### Metal 2, run 1

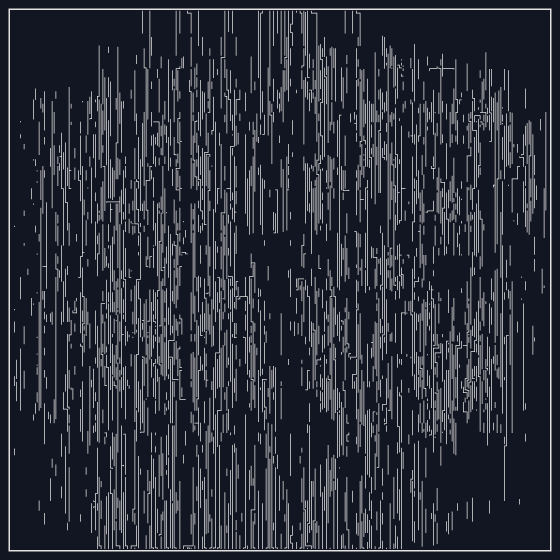
### Metal 1, run 1

Bar = 50 um.
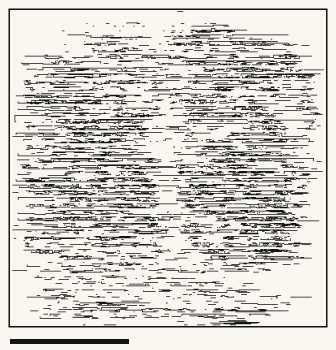
### Met4 routing, run 1

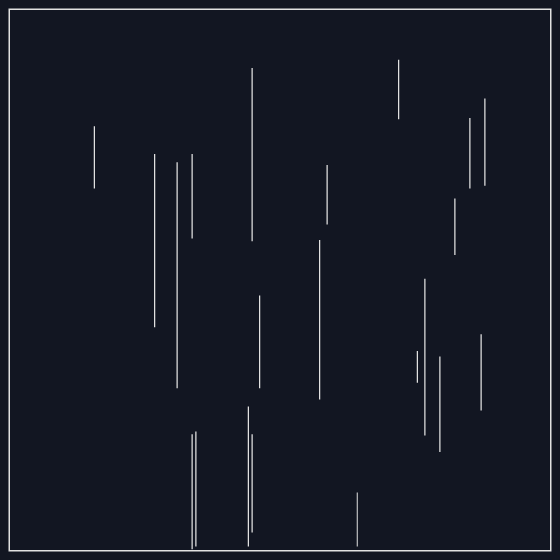
Design cp_remove_flat, sky130hd; sources not shown.
==> changes_impl.md, run 1 <==
## Flow update

* Status: finished clean
* Hold Violations, Final at 0
* Worst VDD drop at 0.3529 mV
* P_sw at 2849 uW
* Max Slew Vio Count at 0
* Layout Nets at 1237
* Setup tns final at 0 ns
* Setup Viol. Count Final at 0
* Met2 routed WL at 11230 um
* CTS tree: yes
* Pin count of the biggest net entering global routing at 87
* Ant diodes at 0
* Antenna Nets Post-Route at 0
* Cell Chain, Critical Path: nor2_1 -> nand3b_1 -> ha_1 -> nor3_1 -> a31oi_1 -> o22ai_1 -> xor2_1 -> a311oi_1 -> nand2_1 -> nand2_1 -> nor3_1 -> a211o_1
* Dpl cells at 1334
* Avg Inst Size Synth at 8.894 sq um
* Placed cell area at 0.01064 sq mm
* AND/OR/NAND/NOR Cells, Area Fraction at 0.2681
* Dominant cell area share at 0.4361
* #FFs+latches synth at 155
* GR met3 Demand/Resource at 0.05575
* Final setup skew at 0.009076 ns
* Top cells excl fill/tap: 217 x nand2_1, 157 x clkdlybuf4s50_1, 155 x dfrtp_1, 70 x nor2_1
* Fmax at 0.2630 GHz
* CTS Sinks at 155
* Top logic family: simple AND/OR/NAND/NOR gates
* Die area at 0.01751 sq mm
* Fillers at 1279
* Worst-skew pair later-pin latency at 0.43 ns
* Fp util at 0.5558
* Crit path DAT at 4.12 ns
* Finished Layout Cells at 1364
* First-pass GRT wire length at 37500 um
* Clk. pwr at 1560 uW
* Adder share at 0.01266
* Worst r2r path cells at 12
* Worst setup EP type: register
* Highest-count logic cell in the final layout: nand2_1
* Fraction of layout instances using a drive strength above 1 at 0.08101
* Hold crit path type: register to register
* Setup slack at placement at 0.6244 ns
* DRC at 0
* RSZ-0062 raised after global routing: false
* PnR worst setup slack at 0.4971 ns
* Final Cell Area at 0.01125 sq mm
* Commonest cells post-synth: 217 x nand2_1, 155 x dfrtp_1, 71 x nor2_1, 57 x xnor2_1, 57 x xor2_1
* Die X at 132.3 um
* Yosys cell types at 70
* Fin Hold WS at 0.4901 ns
* Max-Cap Viols at 0
* Net Sw Frac at 0.4113
* Port bufs at 159
* R2R Setup Slk at 0.50 ns
* DRT iter0 DRCs at 502
* Synthesis Warnings at 0
* Tmin final at 3.803 ns
* Final period utilization at 0.8844
* Async S/R FF share, synth at 1.000
* Tot Pwr at 6927 uW
* Cells after synthesis at 1000
* Yosys Instances at 1000
* Sequential Power Share at 0.347
* Synth-to-layout area growth at 26.49%
* Final core occ at 0.7031
* Tool warnings at 29
* Worst-margin pin slew at 0.8210 ns
* Vias in the first global route at 7421
* Leading area contributor after synthesis: dfrtp_1
* Gate power share at 0.429
* CTS resizes at 0
* Slowest cell on crit path: dfrtp_1
* Gpl congestion at 0.8774
* Chip Area, Yosys at 0.008894 sq mm
* Hpwl dp at 16110 um
* Row cnt at 46
* Mapped Nets at 1100
* Post-CTS setup buffer count at 0
* Clk pwr share at 0.225
* Max Used Layer: met4
* Top-count cell post-synth: nand2_1
* Initial antenna violation count at 0
* Ao+oa area frac at 0.09426
* Gr usage total at 0.2647
* Met1 wire length at 9955 um
* Area fraction in mux cells at 0.04854
* First-pass iteration count of the detailed router at 5
* XOR/XNOR Area Share at 0.1123
* Worst Path Max Fanout at 17
* Leakage at 0.004886 uW
About 'Metal 2':
1048 nets have wire on it. The layer holds 49% of the routed length.
via count: 7815
met2 Use GR: 0.4326
final wirelength: 22960 um

About 'Metal 1':
The longest straight run is 38.2 um. 1127 nets have wire on it. The wires run mostly horizontal. The layer carries 9960 um of wire. The layer holds 43% of the routed length.
M1 GR Usage: 0.3518

About 'Met4 routing':
The longest straight run is 55.1 um. The layer holds 2.3% of the routed length. The layer carries 530 um of wire.

run 1: final cells by class:
type | count | area, sq um | share of cell area
inverters | 13 | 48.80 | 0.004338
well taps | 216 | 270.3 | 0.02402
flip-flops and latches | 155 | 3879 | 0.3448
repair buffers | 168 | 1670 | 0.1485
clock buffers | 20 | 466.7 | 0.04149
clock inverters | 10 | 141.4 | 0.01257
multi-input cells | 782 | 4773 | 0.4243
run 1: worst max-delay path, delay by kind of cell, from the launching register on:
kind / cells / cell delay (ns)
AND-OR/OR-AND: 4 / 1.00
XOR/XNOR: 1 / 0.11
adder cells (fa/ha/maj): 1 / 0.37
flip-flops: 1 / 0.56
AND/OR/NAND/NOR: 6 / 1.65
### Metal 3, run 1

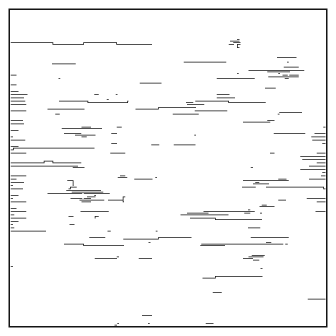

==> run 2, diff against run 1 <==
SETUP_SLACK_MARGIN = 0.2   (was default)
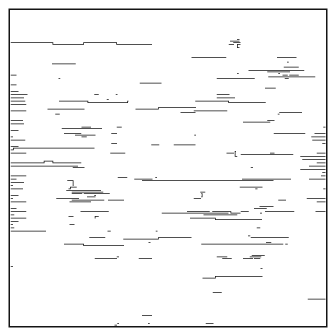
*Metal 3, run 2*
The layer carries 1310 um of wire. The layer holds 5.7% of the routed length. 135 nets have wire on it.
GR met3 Demand/Resource: 0.05575
final wirelength: 22960 um
via count: 7835

==> changes_impl.md, run 2 <==
## Flow update

* RSZ-0062 raised after global routing: false
* Yosys Instances at 1000 (unchanged)
* CTS Sinks at 155 (unchanged)
* CTS resizes at 0 (unchanged)
* Top cells excl fill/tap: 216 x nand2_1, 157 x clkdlybuf4s50_1, 155 x dfrtp_1, 70 x nor2_1
* Dpl cells at 1334 (unchanged)
* Worst VDD drop at 0.3529 mV (unchanged)
* Max Slew Vio Count at 0 (unchanged)
* Ant diodes at 0 (unchanged)
* Fp util at 0.5558 (unchanged)
* First-pass GRT wire length at 37500 um (unchanged)
* Port bufs at 159 (unchanged)
* Worst r2r path cells at 12 (unchanged)
* Die area at 0.01751 sq mm (unchanged)
* Fraction of layout instances using a drive strength above 1 at 0.08188 (+0.0008711)
* Drt wl/cell at 16.83 um
* Fin Hold WS at 0.4901 ns (-0.000003000 ns)
* PnR worst setup slack at 0.5762 ns (+0.07908 ns)
* Cell Chain, Critical Path: nor2_1 -> nand3b_1 -> ha_1 -> nor3_1 -> a31oi_1 -> o22ai_1 -> xor2_1 -> a311oi_1 -> nand3_1 -> a211o_1 -> and3_1 -> a22oi_2
* Highest-count logic cell in the final layout: nand2_1
* Crit path DAT at 4.06 ns (-0.06 ns)
* Slowest cell on crit path: dfrtp_1
* Tool warnings at 29 (unchanged)
* Initial antenna violation count at 0 (unchanged)
* Avg Inst Size Synth at 8.894 sq um (unchanged)
* M1 GR Usage at 0.3518 (unchanged)
* Maximum clock path buffer count at 2
* Worst-margin pin slew at 0.8200 ns (-0.0009621 ns)
* Register area share after synthesis at 0.4361
* Vias/cell at 5.744
* Top cells by area: dfrtp_1 44%, nand2_1 9.2%, xnor2_1 5.6%
* Async S/R FF share, synth at 1.000 (unchanged)
* Total stage count of the critical path at 12 (unchanged)
* Pin count of the biggest net entering global routing at 87 (unchanged)
* Hold depth at 2
* Critical path launch point type: register
* Synth-to-layout area growth at 26.52% (about the same)
* Mapped Nets at 1100 (unchanged)
* Setup Viol. Count Final at 0 (unchanged)
* Busiest grt layer: met2
* Yosys cell types at 70 (unchanged)
* Top Ports at 160
* Hold bufs inserted after CTS at 0
* Met2 Use GR at 0.4326 (unchanged)
* R2R Setup Slk at 0.58 ns (+0.08 ns)
* Top-count cell post-synth: nand2_1
* Final period utilization at 0.8660 (-0.01839)
* Hpwl dp at 16110 um (unchanged)
* Worst Path Max Fanout at 17 (unchanged)
* Post-CTS setup buffer count at 0 (unchanged)
* DIE HEIGHT at 132.3 um
* Dominant cell area share at 0.4361 (unchanged)
* Max-Cap Viols at 0 (unchanged)
* Gr usage total at 0.2647 (unchanged)
* Synthesis Warnings at 0 (unchanged)
* Setup slack at placement at 0.6244 ns (unchanged)
* Core area at 0.01600 sq mm
* Worst-skew pair later-pin latency at 0.43 ns (about the same)
* Ys flop type: dfrtp_1
* Hold Violations, Final at 0 (unchanged)
* Clock slew at reported path FFs at 0.06 ns
* CP bufs+invs at 0 (unchanged)
* Leakage at 0.004886 uW (about the same)
* GRT Residual Overflow at 0
* Commonest cells post-synth: 217 x nand2_1, 155 x dfrtp_1, 71 x nor2_1, 57 x xnor2_1, 57 x xor2_1
* Leading area contributor after synthesis: dfrtp_1
* H-tree Lvls at 4
* Root Driver: clkbuf_16
* Final core occ at 0.7032 (about the same)
* Hold crit path type: register to register
* Row cnt at 46 (unchanged)
* Final Cell Area at 0.01125 sq mm (about the same)
* Tot Pwr at 6928 uW (about the same)
* Cells after synthesis at 1000 (unchanged)
* Worst setup EP type: register
* DRT iter0 DRCs at 501 (-0.20%)
* Setup tns final at 0 ns (unchanged)
* Fmax at 0.2685 GHz (+2.1%)
* DRC at 0 (unchanged)
* Crit path max-delay family: simple AND/OR/NAND/NOR gates
* Count of library flops with an enable pin at 0
* Placed cell area at 0.01064 sq mm (unchanged)
* Critical path class: register to register
* Synthesized area at 0.008894 sq mm
* Tmin final at 3.724 ns (-0.07908 ns)
* Worst endpoint required time at 4.64 ns
* Die X at 132.3 um (unchanged)
* CP max stage delay at 0.55 ns
* Relative slew slack at 0.4520
* PD cells at 615.7 mW/mm^2
* Finished Layout Cells at 1364 (unchanged)
* Vias in the first global route at 7421 (unchanged)
* CTS tree: yes
* Final setup skew at 0.009303 ns (+0.0002267 ns)
* Gpl congestion at 0.8774 (unchanged)
* First-pass iteration count of the detailed router at 5 (unchanged)
* CTS Buf Count at 17
* Status: finished clean
* Chip Area, Yosys at 0.008894 sq mm (unchanged)
* Antenna Nets Post-Route at 0 (unchanged)
* #FFs+latches synth at 155 (unchanged)
* Layout Nets at 1237 (unchanged)
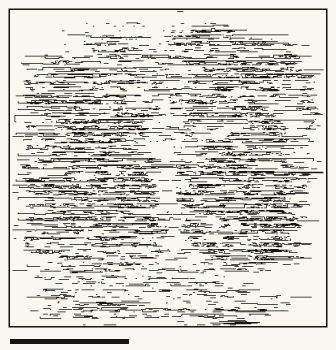
*Metal 1, run 2*
Bar = 50 um.
The longest straight run is 38.2 um. 1127 nets have wire on it. The layer holds 43% of the routed length. The wires run mostly horizontal.

run 2: per-layer routing:
metal  share of wire  vias up
li1                -     3728
met1            0.43     3784
met2            0.49      274
met3           0.057       49
met4           0.024        0
met5               0        -
run 2: cell type report:
class,count,area [sq um]
timing repair buffer,168,1670
inverter,13,48.80
sequential,155,3879
multi-input combinational,782,4776
tap,216,270.3
fill,1279,4748
clock inverter,10,141.4
clock buffer,20,466.7
run 2: report_power, final:
part / internal [uW] / switching [uW]
Sequential: 1900 / 498
Combinational: 1220 / 1750
Clock: 954 / 601
run 2: logic make-up after synthesis:
group,after synthesis,synth area share
mux,39,0.04854
flops,155,0.4361
compound gates,125,0.09426
simple gates,495,0.2681
buf+inv,63,0.02800
fa+ha+maj,9,0.01266
xor+xnor,114,0.1123
Power figures rest on the tool's default switching activity, not on a simulated workload.
